--- src/rtl/fifo_param_if.sv ---
// ----------------------------------------------------------------------------
// fifo_param_if
//   Bundles the producer/consumer side of fifo_param into one interface.
//   master : the user of the FIFO. It drives flush/write/data_in/read and
//            observes the data and status outputs.
//   slave  : the FIFO itself.
//   Signals:
//     flush        synchronous clear of contents and flags
//     write        push data_in this cycle
//     data_in      write data, WIDTH bits
//     read         pop the head entry this cycle
//     data_out     head entry (show-ahead), 0 while the FIFO is empty
//     ready        FIFO not empty
//     full         occupancy == DEPTH
//     almost_full  occupancy >= AF_LEVEL
//     almost_empty occupancy <= AE_LEVEL
//     count        occupancy, 0..DEPTH
//     overflow     sticky: a write was rejected
//     underflow    sticky: a read was rejected
// ----------------------------------------------------------------------------
interface fifo_param_if #(
    parameter int WIDTH = 8,
    parameter int DEPTH = 8
);
    localparam int CW = $clog2(DEPTH + 1);

    logic             flush;
    logic             write;
    logic [WIDTH-1:0] data_in;
    logic             read;
    logic [WIDTH-1:0] data_out;
    logic             ready;
    logic             full;
    logic             almost_full;
    logic             almost_empty;
    logic [CW-1:0]    count;
    logic             overflow;
    logic             underflow;

    modport master (
        output flush, write, data_in, read,
        input  data_out, ready, full, almost_full, almost_empty,
               count, overflow, underflow
    );

    modport slave (
        input  flush, write, data_in, read,
        output data_out, ready, full, almost_full, almost_empty,
               count, overflow, underflow
    );
endinterface

--- src/rtl/fifo_param.sv ---
// ----------------------------------------------------------------------------
// fifo_param
//   Parametrised single-clock show-ahead FIFO. All DEPTH entries are usable;
//   the pointers carry one extra MSB so full and empty can be told apart.
//   The head entry is presented on data_out combinationally; a read pops it
//   at the clock edge. All status outputs are derived from registered state
//   only, so there is no combinational path from read/write to the flags.
//   Ports:
//     clk    rising-edge clock
//     clrn   asynchronous reset, active low
//     bus    fifo_param_if.slave: flush/write/data_in/read in,
//            data_out/ready/full/almost_*/count/overflow/underflow out
// ----------------------------------------------------------------------------
module fifo_param #(
    parameter int WIDTH    = 8,
    parameter int DEPTH    = 8,
    parameter int AF_LEVEL = 6,
    parameter int AE_LEVEL = 2
) (
    input  logic          clk,
    input  logic          clrn,
    fifo_param_if.slave   bus
);
    localparam int AW = $clog2(DEPTH);
    localparam int PW = AW + 1;

    localparam logic [PW-1:0] DEPTH_C = PW'(DEPTH);
    localparam logic [PW-1:0] AF_C    = PW'(AF_LEVEL);
    localparam logic [PW-1:0] AE_C    = PW'(AE_LEVEL);

    logic [WIDTH-1:0] mem [DEPTH];

    logic [PW-1:0] wr_ptr_q, wr_ptr_d;
    logic [PW-1:0] rd_ptr_q, rd_ptr_d;
    logic          overflow_q, overflow_d;
    logic          underflow_q, underflow_d;

    logic [PW-1:0] count;
    logic          full;
    logic          ready;
    logic          rd_acc;
    logic          wr_acc;
    logic          wr_rej;
    logic          rd_rej;
    logic          mem_we;

    // With power-of-two DEPTH the pointer difference is the occupancy,
    // including the full case where the MSBs differ and the addresses match.
    assign count = wr_ptr_q - rd_ptr_q;
    assign full  = (count == DEPTH_C);
    assign ready = (count != '0);

    // A full FIFO can still take a write when a read frees a slot the same cycle.
    assign rd_acc = bus.read && ready;
    assign wr_acc = bus.write && (!full || rd_acc);
    assign wr_rej = bus.write && !wr_acc;
    assign rd_rej = bus.read && !ready;
    assign mem_we = wr_acc && !bus.flush;

    always_comb begin
        // NOTE: every variable gets its hold value first so no path through
        // this block leaves it unassigned, which would infer a latch.
        wr_ptr_d    = wr_ptr_q;
        rd_ptr_d    = rd_ptr_q;
        overflow_d  = overflow_q;
        underflow_d = underflow_q;

        if (bus.flush) begin
            wr_ptr_d    = '0;
            rd_ptr_d    = '0;
            overflow_d  = 1'b0;
            underflow_d = 1'b0;
        end else begin
            if (wr_acc) wr_ptr_d = wr_ptr_q + PW'(1);
            if (rd_acc) rd_ptr_d = rd_ptr_q + PW'(1);

            // Set wins over clear on both sticky flags.
            if (wr_rej)      overflow_d = 1'b1;
            else if (rd_acc) overflow_d = 1'b0;

            if (rd_rej)      underflow_d = 1'b1;
            else if (wr_acc) underflow_d = 1'b0;
        end
    end

    always_ff @(posedge clk or negedge clrn) begin
        // NOTE: state registers use non-blocking assignments so every flop
        // samples the pre-edge values, independent of statement order.
        if (!clrn) begin
            wr_ptr_q    <= '0;
            rd_ptr_q    <= '0;
            overflow_q  <= 1'b0;
            underflow_q <= 1'b0;
        end else begin
            wr_ptr_q    <= wr_ptr_d;
            rd_ptr_q    <= rd_ptr_d;
            overflow_q  <= overflow_d;
            underflow_q <= underflow_d;
        end
    end

    // NOTE: the storage array has no reset; contents are only observable
    // through data_out while ready=1, and a reset would cost a flop per bit.
    always_ff @(posedge clk) begin
        if (mem_we) mem[wr_ptr_q[AW-1:0]] <= bus.data_in;
    end

    assign bus.data_out     = ready ? mem[rd_ptr_q[AW-1:0]] : '0;
    assign bus.ready        = ready;
    assign bus.full         = full;
    assign bus.almost_full  = (count >= AF_C);
    assign bus.almost_empty = (count <= AE_C);
    assign bus.count        = count;
    assign bus.overflow     = overflow_q;
    assign bus.underflow    = underflow_q;
endmodule
--- src/flat_wrapper.sv ---
// flat-port wrapper written by rule: the top's interface ports become plain ports
module fifo_param_flat 
#(
    parameter int WIDTH    = 8,
    parameter int DEPTH    = 8,
    parameter int AF_LEVEL = 6,
    parameter int AE_LEVEL = 2
)
  (clk, clrn, bus_flush, bus_write, bus_data_in, bus_read, bus_data_out, bus_ready, bus_full, bus_almost_full, bus_almost_empty, bus_count, bus_overflow, bus_underflow);
  fifo_param_if #(.WIDTH(WIDTH), .DEPTH(DEPTH)) bus_i ();
  input  logic clk;
  input  logic clrn;
  input wire logic [$bits(bus_i.flush)-1:0] bus_flush;
  input wire logic [$bits(bus_i.write)-1:0] bus_write;
  input wire logic [$bits(bus_i.data_in)-1:0] bus_data_in;
  input wire logic [$bits(bus_i.read)-1:0] bus_read;
  output wire logic [$bits(bus_i.data_out)-1:0] bus_data_out;
  output wire logic [$bits(bus_i.ready)-1:0] bus_ready;
  output wire logic [$bits(bus_i.full)-1:0] bus_full;
  output wire logic [$bits(bus_i.almost_full)-1:0] bus_almost_full;
  output wire logic [$bits(bus_i.almost_empty)-1:0] bus_almost_empty;
  output wire logic [$bits(bus_i.count)-1:0] bus_count;
  output wire logic [$bits(bus_i.overflow)-1:0] bus_overflow;
  output wire logic [$bits(bus_i.underflow)-1:0] bus_underflow;
  assign bus_i.flush = bus_flush;
  assign bus_i.write = bus_write;
  assign bus_i.data_in = bus_data_in;
  assign bus_i.read = bus_read;
  assign bus_data_out = bus_i.data_out;
  assign bus_ready = bus_i.ready;
  assign bus_full = bus_i.full;
  assign bus_almost_full = bus_i.almost_full;
  assign bus_almost_empty = bus_i.almost_empty;
  assign bus_count = bus_i.count;
  assign bus_overflow = bus_i.overflow;
  assign bus_underflow = bus_i.underflow;
  fifo_param #(.WIDTH(WIDTH), .DEPTH(DEPTH), .AF_LEVEL(AF_LEVEL), .AE_LEVEL(AE_LEVEL)) u_core (.clk(clk), .clrn(clrn), .bus(bus_i));
endmodule
--- config.mk ---
export PLATFORM = sky130hd
export DESIGN_NAME = fifo_param_flat
export DESIGN_NICKNAME = d
export VERILOG_FILES = /design/src/rtl/fifo_param_if.sv /design/src/rtl/fifo_param.sv /design/src/flat_wrapper.sv
export SDC_FILE = /design/constraint.sdc
export NUM_CORES = 1
export LEC_CHECK = 0
export ABC_AREA = 1
export CORE_UTILIZATION = 53
export CTS_BUF_LIST = sky130_fd_sc_hd__clkbuf_4 sky130_fd_sc_hd__clkbuf_8
export CTS_CLUSTER_SIZE = 25
export DETAILED_ROUTE_END_ITERATION = 6
export PLACE_DENSITY = 0.75
export SLEW_MARGIN = 40
export SYNTH_ARGS = -nofsm -noshare
export SYNTH_HDL_FRONTEND = slang
export SYNTH_SLANG_ARGS = --single-unit
export TNS_END_PERCENT = 100
--- constraint.sdc ---
create_clock -name clk -period 2.5 [get_ports clk]
set_input_delay 0.375 -clock clk [delete_from_list [all_inputs] [get_ports clk]]
set_output_delay 0.375 -clock clk [all_outputs]
set_load 0.02 [all_outputs]
### Cells colored by class, run 1

Bar = 20 um.
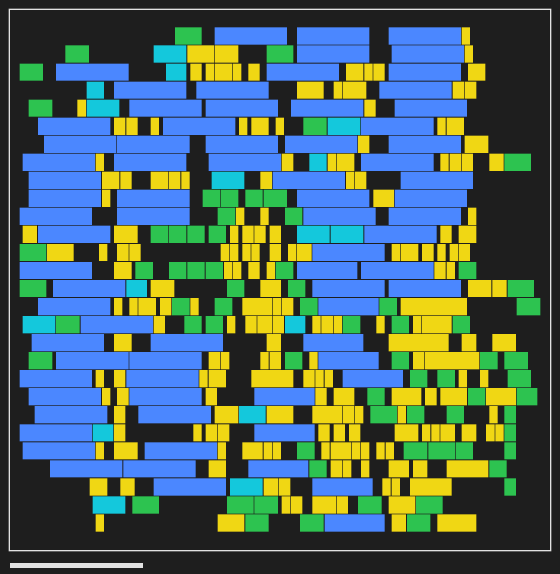
class	color	cells
clock drivers and dummy loads	cyan	16
combinational and other logic	yellow	195
remaining buffers and delay cells	green	71
sequential cells	blue	74
utilization of the core after routing: 71.1%
core area: 5990 sq um
number of core rows: 28
area of all placed cells without fillers: 4260 sq um
register share of the cell area: 51.0%

### Clock network drawn from the DEF, run 1

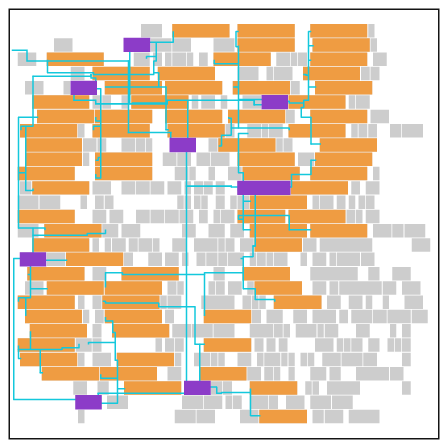
[clock drivers] purple | count: 9
[flip-flops] orange | count: 74
[clock wires] cyan | length: 781 um
flops lie	widely spread
routed clock nets	10
Clock net power: 0.843 mW
latest clock arrival within the worst-skew pair: 0.35 ns
clock network fraction of design power: 17.8%
maximum clock skew at final layout: 0.00814 ns

### Cell sizes after repair, run 1

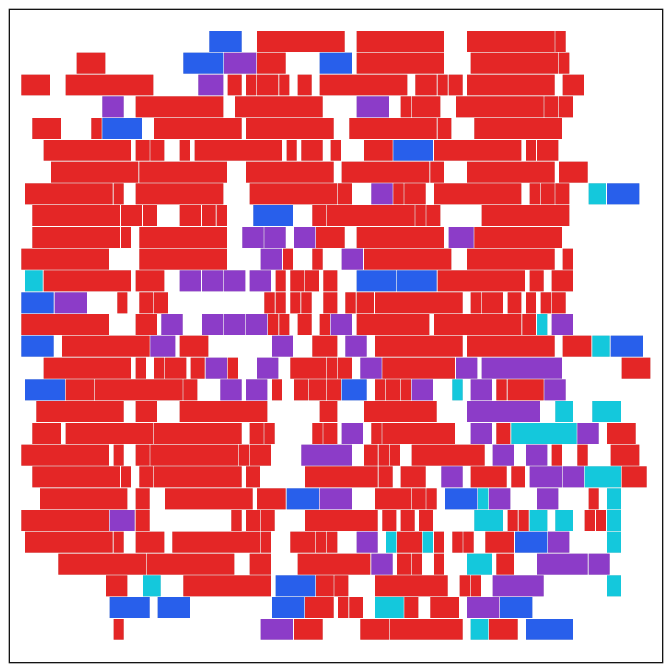
size	color	cells	share
_6 and larger	blue	23	6.5%
_3 and _4 cells	purple	57	16%
_0 and _1 cells	red	253	71%
_2 cells	cyan	23	6.5%
relative area change from synthesis to final layout: 27.4%
non-clock buffer total of the final layout: 71
Worst Setup Slack, final: -0.0308 ns

### Clock routing, run 1

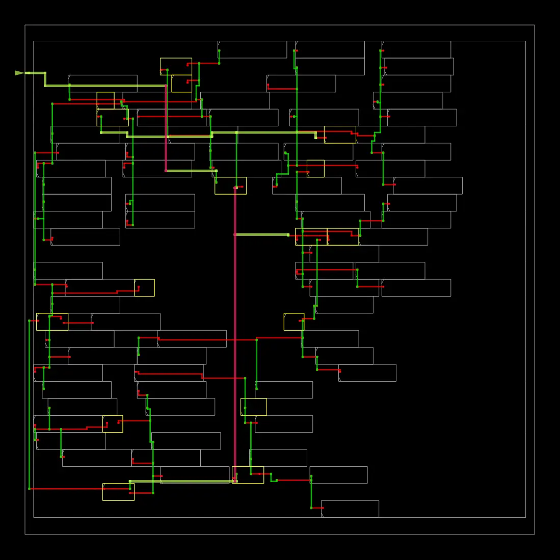
CTS buffer count: 9
Seq Cell Count: 74
clock sink total: 74
CLK BUF: 9

==> commit_impl_results.txt, run 1 <==
Store results of the implementation flow

* Run status: finished, violations left
- The final reports fail on negative setup slack.
* Placed insts: between 400 and 500
- Met2 Routed Length: ~3.6 mm
- Most used routing layer: met2
- Total via count after detailed routing: between 2,000 and 2,500
- VDD IR max: 0.000800 V
- Looking at the setup timing report, the critical path kind is reg -> out.
- Width of the die: 81.5 um
- Critical-path maximum fanout: 5
- The layout summary lists the proportion of cells stronger than drive strength 1 as about 29%.
- Yosys top cell area share: 57.4%
* Max-slew violation total from the final report: 0
- TritonCTS clock tree: done
- Subtracting the final worst setup slack from the clock period gives around 2.5 ns.
- Number of global-route vias before repair: around 2,200
- For this run, the detailed router's first-pass iteration total came to 4.
- In the finished design, the share of the clock period the worst path needs comes to 101%.
* Ranking of synthesized cells by area: sky130_fd_sc_hd__edfxtp_1, sky130_fd_sc_hd__dfrtp_1, sky130_fd_sc_hd__nand2_1
- The first global-routing pass estimated between 10 and 15 mm of wire.
* Total Die Area: approximately 6600 sq um
- Hold bufs inserted after CTS: 0
* GR Util met1: 29.8%
* DP Wirelength: between 4 and 5 mm
* Register share after synthesis: around 65%
- Count of mapped cells out of synthesis: between 200 and 300
- Once synthesis finished, the tally of register bits stood at 74.
* Library cell contributing the largest single delay on the critical path: sky130_fd_sc_hd__fa_2
* Non-filler instance count after layout: 431
- The initial antenna violation count is 0.
* DIE HEIGHT: approximately 81 um
- The netlist uses 27 different library cells.
- Wire length on met3: 502 um
- Power attributed to combinational cells is approximately 2.5 mW.
* Final Setup Violations: 9
- Most used cells in the layout excluding fill and tap cells: sky130_fd_sc_hd__edfxtp_1, sky130_fd_sc_hd__nand2_1, sky130_fd_sc_hd__buf_4
- Cells along the critical path: ha_4 -> fa_2 -> nand2_2 -> nor2_4 -> nand3_4 -> clkinv_8 -> nor2_4 -> buf_6
- Number of cells on the critical path: 8
* Per-instance average area after synthesis: 11.9 sq um
- Data arrival time at the worst-slack endpoint: ~2.2 ns
* Switching Fraction: between 40% and 50%
- Final Hold Violating Endpoints: 0
- Worst slew margin relative to its limit: 69.2%
- On the final layout, the worst hold slack is approximately 0.34 ns.
- Setup repair after global routing could not meet its margin everywhere.
- The synthesis report gives the async set-or-reset register share as 13.5%.
* Leftover overflow at the end of global routing: 0
* Worst min-delay path class: in -> async
- In the per-layer breakdown of the detailed-route log, met1 shows around 2.9 mm.
- DR WL/cell: 16.5 um
* Data required time at the worst endpoint: ~2.1 ns
- Worst Setup Slack, final: -0.0308 ns
* Clock slew seen by the registers of the worst setup and hold paths: about 0.080 ns
* Most frequent logic cell in the layout: sky130_fd_sc_hd__edfxtp_1
- After detailed routing, the total wire length is approximately 7 mm.
- EDFF count, synth: 64
* Number of warning messages in the logs: 29
* Reg2reg path depth: 9
- The share of total power dissipated in sequential elements is a little under a third.
* Clock Tree Root: sky130_fd_sc_hd__clkbuf_8
- Number of I/O pins: 31
- Type of element capturing the critical path: primary output
- Post-synthesis cell area: between 3000 and 4000 sq um
- Entering global routing, the biggest net connects 37 pins.
* Placed Instance Area: 3970 sq um
- Slew of the pin with the lowest slew margin: roughly 0.46 ns
* FP Core Util: 55.8%
- Warnings reported by Yosys during synthesis add up to 0.
- Max power group: combinational cells
- Clock tree buffer depth: 2
* Gate family responsible for the most delay along the worst path: adder cells
* Library cell occupying the most area in the post-synthesis netlist: sky130_fd_sc_hd__edfxtp_1
- In this run the maximum-capacitance check reported violations numbering 0.
- Library cell with the highest instance count after synthesis: sky130_fd_sc_hd__edfxtp_1
==> run 1: sequential cells by signal, indices dropped and copies added (netlist names) <==
name	count
u_core.mem	64
u_core.rd_ptr_q	4
u_core.wr_ptr_q	4
u_core.bus.overflow	1
u_core.bus.underflow	1
==> run 1: layout make-up <==
| class | instances | area, sq um | share of cell area (%) |
|---|---|---|---|
| timing repair buffer | 71 | 606 | 14.2 |
| inverter | 19 | 83.8 | 1.97 |
| tap | 75 | 93.8 | 2.20 |
| timing repair inverter | 1 | 8.76 | 0.206 |
| clock buffer | 9 | 124 | 2.91 |
| multi-input combinational | 175 | 1110 | 26.1 |
| clock inverter | 7 | 61.3 | 1.44 |
| sequential | 74 | 2170 | 51.0 |
==> run 1: timing repair <==
item / 4_1_cts / 5_1_grt
resized: 40 / 61
setup buffers: 0 / 3
endpoints found under the hold margin: 0 / 0
pin swaps: 0 / 9
gates cloned: 0 / 1
setup endpoints to repair: 15 / 50
==> run 1: cells by family after synthesis <==
family                   Yosys count  share of synthesized area (%)
buffers and inverters             31                           4.19
AND/OR/NAND/NOR                  105                           15.5
AND-OR/OR-AND                     51                           9.01
adder cells (fa/ha/maj)            6                           2.47
flip-flops                        74                           64.9
multiplexers                       8                           2.39
XOR/XNOR                           5                           1.53
==> run 1: path summary, 6_finish.rpt <==
path | endpoint | slack, ns | start
max | bus_data_out[5] | -0.03 | u_core.rd_ptr_q[0]
min | u_core.wr_ptr_q[2] | 0.34 | clrn
max reg2reg | u_core.mem[1][1] | 0.17 | u_core.rd_ptr_q[0]
min reg2reg | u_core.bus.underflow | 0.52 | u_core.bus.underflow
max in group asynchronous | u_core.bus.overflow | 1.85 | clrn
min in group clk | u_core.bus.underflow | 0.52 | u_core.bus.underflow
### Signal wires on met1, run 1

Supply wires on this layer in gray. Cells faint in the background.
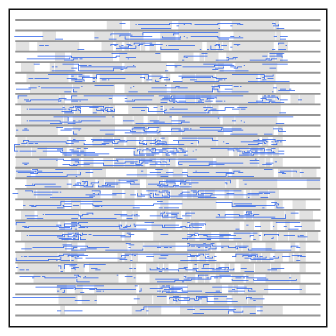

==> run 1 -> run 2 <==
--- a/config.mk
+++ b/config.mk
@@ -6,11 +6,14 @@
 export NUM_CORES = 1
 export LEC_CHECK = 0
 export ABC_AREA = 1
+export CAP_MARGIN = 10
 export CORE_UTILIZATION = 53
 export CTS_BUF_LIST = sky130_fd_sc_hd__clkbuf_4 sky130_fd_sc_hd__clkbuf_8
 export CTS_CLUSTER_SIZE = 25
 export DETAILED_ROUTE_END_ITERATION = 6
+export GPL_TIMING_DRIVEN = 1
 export PLACE_DENSITY = 0.75
+export SETUP_SLACK_MARGIN = 0.2
 export SLEW_MARGIN = 40
 export SYNTH_ARGS = -nofsm -noshare
 export SYNTH_HDL_FRONTEND = slang
### Signal wires on met1, run 2

Supply wires on this layer in gray. Cells faint in the background.
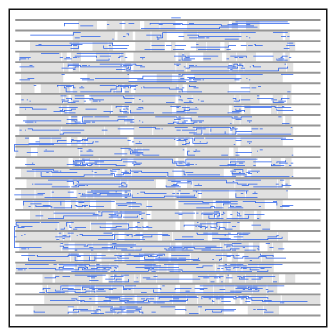
longest straight run	30.4 um
nets with wire on the layer	339
main direction	horizontal
GR Util met1: 34.6%
Final Routed Wirelength: 7.71 mm
total via count after detailed routing: 2,444

### Cell sizes after repair, run 2

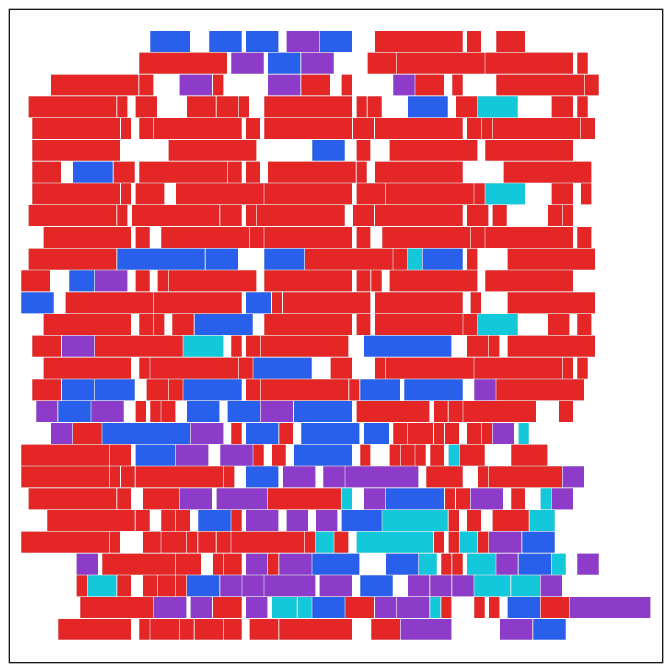
size	color	cells	share
_0 and _1 cells	red	235	66%
_2 cells	cyan	23	6.5%
_3 and _4 cells	purple	51	14%
_6 and larger	blue	46	13%
relative area change from synthesis to final layout: 36.8%
area of all placed cells without fillers: 4580 sq um
Worst Setup Slack, final: -0.0274 ns

==> run 2 against run 1 <==
Net effect: the run still ends with negative setup slack left; synthesized cell count did not move; critical endpoint unchanged; cell area grew 7.4%; non-clock buffer count fell by 1; first-iteration DRC count decreased by 3.4%; via count increased by 4.4%; critical path type unchanged; sequential cell count stayed put; cell count fell by 0.23%; worst hold slack better by 0.024 ns; maximum frequency increased by 0.13%.
==> commit_impl_results.txt, run 2 <==
Store results of the implementation flow

- Yosys reports the multiplexer fraction of the synthesized area as 2.39%.
* Max-slew violation total from the final report: 0
- The combinational power reported by the tool is around 2.8 mW.
- First-pass GRT wire length: 12.2 mm
- Core area: roughly 6000 sq um
- Per the run summary, max-cap violations total 0.
* DP Wirelength: about 4.5 mm
* Share of the synthesized netlist area taken by xor and xnor gates: under 10%
- In the final layout, the share of cells above drive strength 1 is between 30% and 40%.
- For reference, the most critical setup path is categorized as reg -> out.
- CTS buffer count: 9
- STA classifies the critical path endpoint as a primary output.
- Clock Tree Root: sky130_fd_sc_hd__clkbuf_8
- The stage logs contain a warning count of 29.
- Worst min-delay path class: in -> async
* Antenna violations before repair: 0
- For this sky-water flow run, the detailed-routed wirelength per cell is reported as 17.9 um.
* Share of power burned in registers: a little over a quarter
* Maximum clock skew at final layout: between 0.005 and 0.006 ns
- Yosys warns: 0
* Yosys top cell area share: between 50 and 60%
- Number of core rows: 28
* Run status: finished, violations left
* Library cell contributing the largest single delay on the critical path: sky130_fd_sc_hd__fa_2
* Hold bufs inserted after CTS: 0
* Number of global-route vias before repair: ~2,500
* Violations in the final reports: negative setup slack
- The final timing report counts setup violations totalling 8.
- Slew of the pin with the lowest slew margin: ~0.5 ns
- Gate family responsible for the most delay along the worst path: adder cells
* Latest clock arrival within the worst-skew pair: roughly 0.34 ns
* Data arrival time at the worst-slack endpoint: between 2 and 2.5 ns
* VDD IR max: around 0.0010 V
* Data required time at the worst endpoint: between 2 and 2.5 ns
* Clock tree buffer depth: 2
- The critical path in the final layout is reported with a setup slack of -0.0274 ns.
- Most used cells in the layout excluding fill and tap cells: sky130_fd_sc_hd__edfxtp_1, sky130_fd_sc_hd__nand2_1, sky130_fd_sc_hd__a21oi_1
- Synth flops: between 70 and 80
* Setup repair after global routing missed its margin: yes
- Looking at the power breakdown, the clock network takes a little over a fifth of the total.
* FP Core Util: a little under three fifths
### Cells colored by class, run 2

Bar = 20 um.
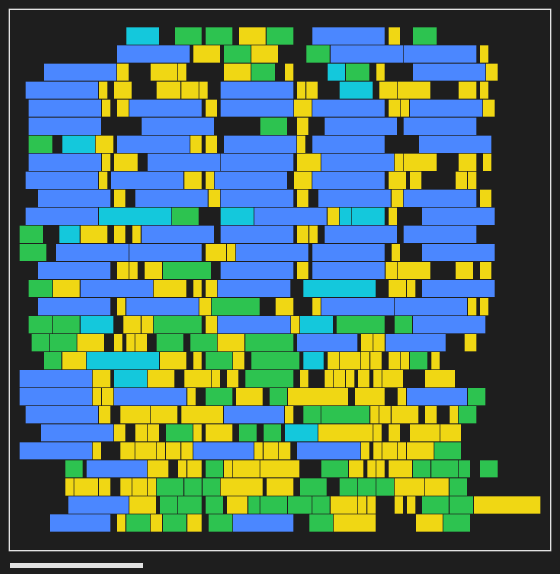
class	color	cells
sequential cells	blue	74
clock drivers and dummy loads	cyan	16
combinational and other logic	yellow	195
remaining buffers and delay cells	green	70
register share of the cell area: 47.5%
utilization of the core after routing: 76.4%

==> run 2: cell counts after synthesis <==
Identical to the previous run, type by type.
==> run 2: final timing paths <==
kind / slack (ns) / endpoint / cells past startpoint / start
hold / removal: 0.36 / u_core.bus.overflow / 1 / clrn
min in group clk: 0.52 / u_core.bus.underflow / 2 / u_core.bus.underflow
setup reg to reg: 0.02 / u_core.mem[3][0] / 10 / u_core.rd_ptr_q[0]
hold reg to reg: 0.52 / u_core.bus.underflow / 2 / u_core.bus.underflow
setup / recovery: -0.03 / bus_data_out[5] / 8 / u_core.rd_ptr_q[0]
max in group asynchronous: 1.77 / u_core.rd_ptr_q[0] / 1 / clrn
==> run 2: timing repair <==
action | in CTS | in global routing
pin swaps | 12 | 6
buffers inserted | 15 | 1
setup endpoints to repair | 77 | 79
resized | 98 | 16
cloned | 1 | 0
==> run 2: cell type report <==
| class | count | area, sq um | area share, % |
|---|---|---|---|
| clock buffers | 10 | 131 | 2.87 |
| repair buffers | 70 | 741 | 16.2 |
| flip-flops and latches | 74 | 2170 | 47.5 |
| inverters | 19 | 83.8 | 1.83 |
| well taps | 75 | 93.8 | 2.05 |
| clock inverters | 6 | 113 | 2.46 |
| repair inverters | 1 | 8.76 | 0.191 |
| multi-input cells | 175 | 1230 | 26.9 |
==> run 2: metrics by stage <==
stage | instances | utilization (%) | power [mW]
2_1_floorplan | 280 | - | 2.95
3_3_place_gp | 397 | 68.0 | 3.83
3_5_place_dp | 397 | 68.0 | 3.87
4_1_cts | 429 | 75.6 | 5.29
5_1_grt | 430 | 76.4 | 5.64
6_report | 430 | 76.4 | 5.39
==> run 2: metal layers <==
metal / GRT usage, % / wire (um)
met5: 0 / 0
met4: 14.1 / 221
met3: 5.67 / 488
met2: 42.3 / 3880
met1: 34.6 / 3120
### Clock network drawn from the DEF, run 2

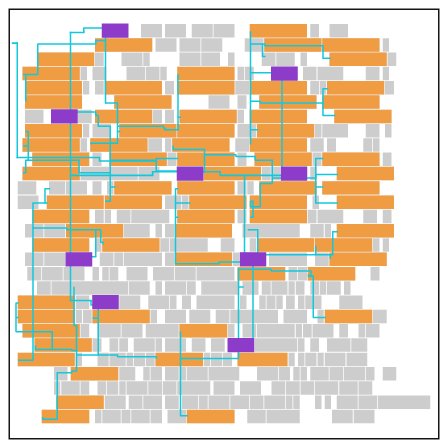

==> run 2 -> run 3 <==
--- a/config.mk
+++ b/config.mk
@@ -12,7 +12,7 @@
 export CTS_CLUSTER_SIZE = 25
 export DETAILED_ROUTE_END_ITERATION = 6
 export GPL_TIMING_DRIVEN = 1
-export PLACE_DENSITY = 0.75
+export PLACE_DENSITY = 0.84
 export SETUP_SLACK_MARGIN = 0.2
 export SLEW_MARGIN = 40
 export SYNTH_ARGS = -nofsm -noshare
==> constraint.sdc (replaced) <==
create_clock -name clk -period 2.1 [get_ports clk]
set_input_delay 0.315 -clock clk [delete_from_list [all_inputs] [get_ports clk]]
set_output_delay 0.315 -clock clk [all_outputs]
set_load 0.02 [all_outputs]
### Clock network drawn from the DEF, run 3

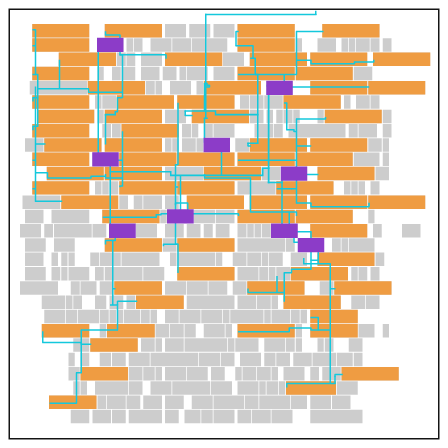
[clock drivers] purple | count: 9
[flip-flops] orange | count: 74
[clock wires] cyan | length: 762 um
flops lie	widely spread
clock network fraction of design power: 18.1%
maximum clock skew at final layout: 0.00964 ns
Clock net power: 1.19 mW

### Cell sizes after repair, run 3

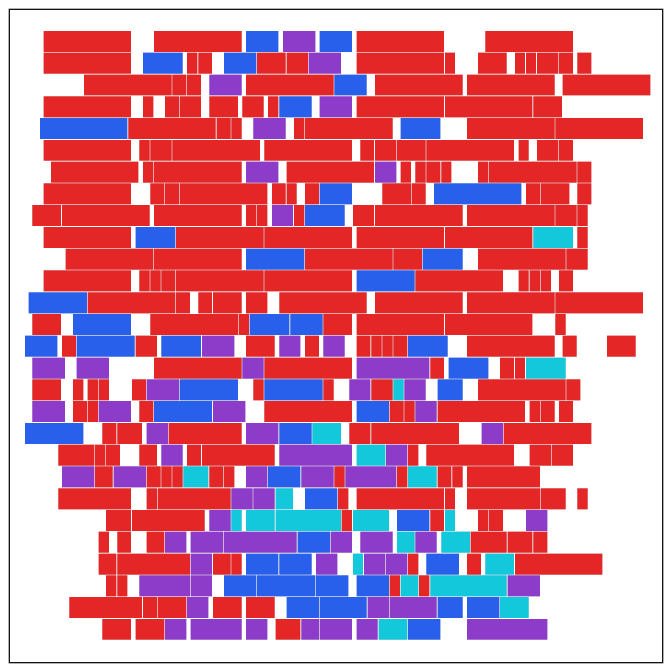
size	color	cells	share
_0 and _1 cells	red	229	64%
_3 and _4 cells	purple	60	17%
_2 cells	cyan	21	5.9%
_6 and larger	blue	47	13%
area of all placed cells without fillers: 4650 sq um
non-clock buffer total of the final layout: 73

### Signal wires on met1, run 3

Supply wires on this layer in gray. Cells faint in the background.
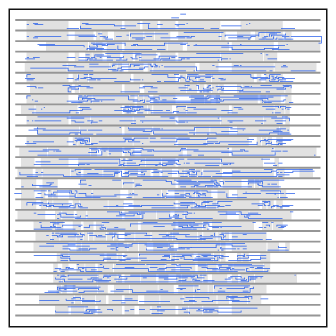
nets with wire on the layer	345
wire length on this layer	3,550 um
total via count after detailed routing: 2,574
GR Util met1: 37.8%
Final Routed Wirelength: 9.05 mm

==> run 3 against run 2 <==
Net effect: clock power increased by 6%; highest routed layer unchanged; the flow still finishes with violations (negative setup slack); die area unchanged; register-to-register slack lost 0.37 ns; sequential share of layout area shrank 0.80 points; largest cell class unchanged; global-route usage up 2.8 points; first-iteration DRC count up 53%.
==> commit_impl_results.txt, run 3 <==
Store results of the implementation flow

- Net switching is about 40% of the power.
* Utilization of the core after routing: between 70% and 80%
* First-pass GRT wire length: approximately 14 mm
- Summed over all nets, the half-perimeter wirelength after detailed placement is just over 5 mm.
- Switching Power: between 2 and 3 mW
* Count of mapped cells out of synthesis: 280
* Worst Setup Slack, final: -0.354 ns
* Slew of the pin with the lowest slew margin: just under 0.5 ns
* Number of core rows: 28
- In this run, power in combinational logic comes to 3.66 mW.
* TritonCTS clock tree: done
* Worst min-delay path class: in -> async
- Yosys warns: 0
- Max power group: combinational cells
- Setup repair after global routing missed its margin: yes
- The tree is rooted in a sky130_fd_sc_hd__clkbuf_8.
- Type of element capturing the critical path: primary output
- Pin count of the biggest net entering global routing: 24
* Relative area change from synthesis to final layout: 39.1%
- OpenROAD reports that the post-layout worst path occupies 117% of the period.
- Min Hold Slack: 0.313 ns
* Run status: finished, violations left
* Per-instance average area after synthesis: around 12 sq um
- Number of warning messages in the logs: 30
* Cells along the critical path: ha_4 -> fa_2 -> nand2_4 -> nor2_4 -> nand3_4 -> clkinv_8 -> nor2_4 -> buf_6
- In this run, post-CTS hold repair placed 0 buffers.
- In the layout the commonest cells are sky130_fd_sc_hd__edfxtp_1, sky130_fd_sc_hd__nand2_1, sky130_fd_sc_hd__a21oi_1.
- For this run, the number of standard cells in the final layout without fillers is 432.
- The share of total power dissipated in sequential elements is a little over a quarter.
* EDFF count, synth: 64
* Library cell occupying the most area in the post-synthesis netlist: sky130_fd_sc_hd__edfxtp_1
* Worst setup path startpoint: u_core.rd_ptr_q[0]
- Violations in the final reports: negative setup slack
- Antenna violations before repair: 0
- Data on the critical path arrives at its endpoint at 2.14 ns.
- Clock latency on the worst-skew pair, taken at its later pin, is approximately 0.34 ns.
- Summed over its instances, the top area cell type makes up between 50% and 60% of the synthesized netlist area.
- STA reports a reg2reg setup slack of -0.35 ns.
* Register share after synthesis: approximately two thirds
- Before placement the cells fill between 50% and 60% of the core.
- Clock tree synthesis inserted a total of 9 buffers.
- Per the slew report, the remaining headroom to the max-slew limit stands at around 67%.
- Clock sink total: between 70 and 80
- Reg-to-reg critical path startpoint: u_core.rd_ptr_q[0]
- The clock passes through at most 2 buffers.
- The global route stage reports its total congestion overflow as 0.
- Most frequent logic cell in the layout: sky130_fd_sc_hd__edfxtp_1
- DR WL/cell: approximately 21 um
- For reference, the critical path is captured by bus_data_out[3].
- According to the floorplan report, the placeable core area is about 6000 sq um.
- Final Hold Violating Endpoints: 0
- Data required time at the worst endpoint: roughly 1.8 ns
* Design Power: about 6.6 mW
- The synthesis stat section lists a flop and latch total of about 74.
- Max-cap viol count: 0
* Width of the die: ~81 um
* Clock slew seen by the registers of the worst setup and hold paths: 0.08 ns
- Combinational logic is responsible for roughly 56% of the overall power.
- Ranking of synthesized cells by area: sky130_fd_sc_hd__edfxtp_1, sky130_fd_sc_hd__dfrtp_1, sky130_fd_sc_hd__nand2_1
* Max reg flops: ~64
- Library cell contributing the largest single delay on the critical path: sky130_fd_sc_hd__fa_2
* Cell Type Count: 27
- Drt pass-1 iters: 5
* Max-slew violation total from the final report: 0
- Number of global-route vias before repair: between 2,000 and 3,000
* Critical-path maximum fanout: 5
- Final Setup Violations: ~89
## run 3: worst max-delay path: cells and delay by family, from the launching register on
kind                       cells  cell delay, ns
adders and majority gates      2            0.74
DFF                            1            0.42
and+or+nand+nor                4            0.37
buffers and inverters          2            0.27
## run 3: cell type report
cell class	instances	area, sq um	share of cell area [%]
multi-input combinational	175	1290	27.7
tap	75	93.8	2.02
clock inverter	6	91.3	1.96
inverter	19	91.3	1.96
timing repair inverter	1	11.3	0.242
clock buffer	9	124	2.66
timing repair buffer	73	779	16.7
sequential	74	2170	46.7
## run 3: repair_timing
action | 4_1_cts | 5_1_grt
resized | 109 | 11
pin swaps | 12 | 7
buffers inserted | 5 | 4
endpoints found under the setup margin | 90 | 89
gates cloned | 1 | 0
## run 3: per-layer routing
layer	vias up	wire length [um]	GRT usage, %
met2	158	4600	49.6
li1	1149	-	-
met1	1240	3550	37.8
met5	-	0	0
met3	27	611	4.44
met4	0	286	13.0
## run 3: logic make-up (layout without fill, tap and decap cells)
group | count (synthesis) | after routing | synth area share, %
compound gates | 51 | 51 | 9.01
xor+xnor | 5 | 5 | 1.53
fa+ha+maj | 6 | 6 | 2.47
buf+inv | 31 | 108 | 4.19
flops | 74 | 74 | 64.9
mux | 8 | 8 | 2.39
simple gates | 105 | 105 | 15.5
## run 3: stage by stage
| step | setup TNS (ns) | setup slack, ns | area [sq um] |
|---|---|---|---|
| 2_1_floorplan | -18.94 | -0.293 | 3540 |
| 3_3_place_gp | -16.91 | -0.363 | 4230 |
| 3_5_place_dp | -22.63 | -0.428 | 4230 |
| 4_1_cts | -21.72 | -0.353 | 4590 |
| 5_1_grt | -32.18 | -0.416 | 4650 |
| 6_report | -26.58 | -0.354 | 4650 |
Power and IR drop assume default switching activity.
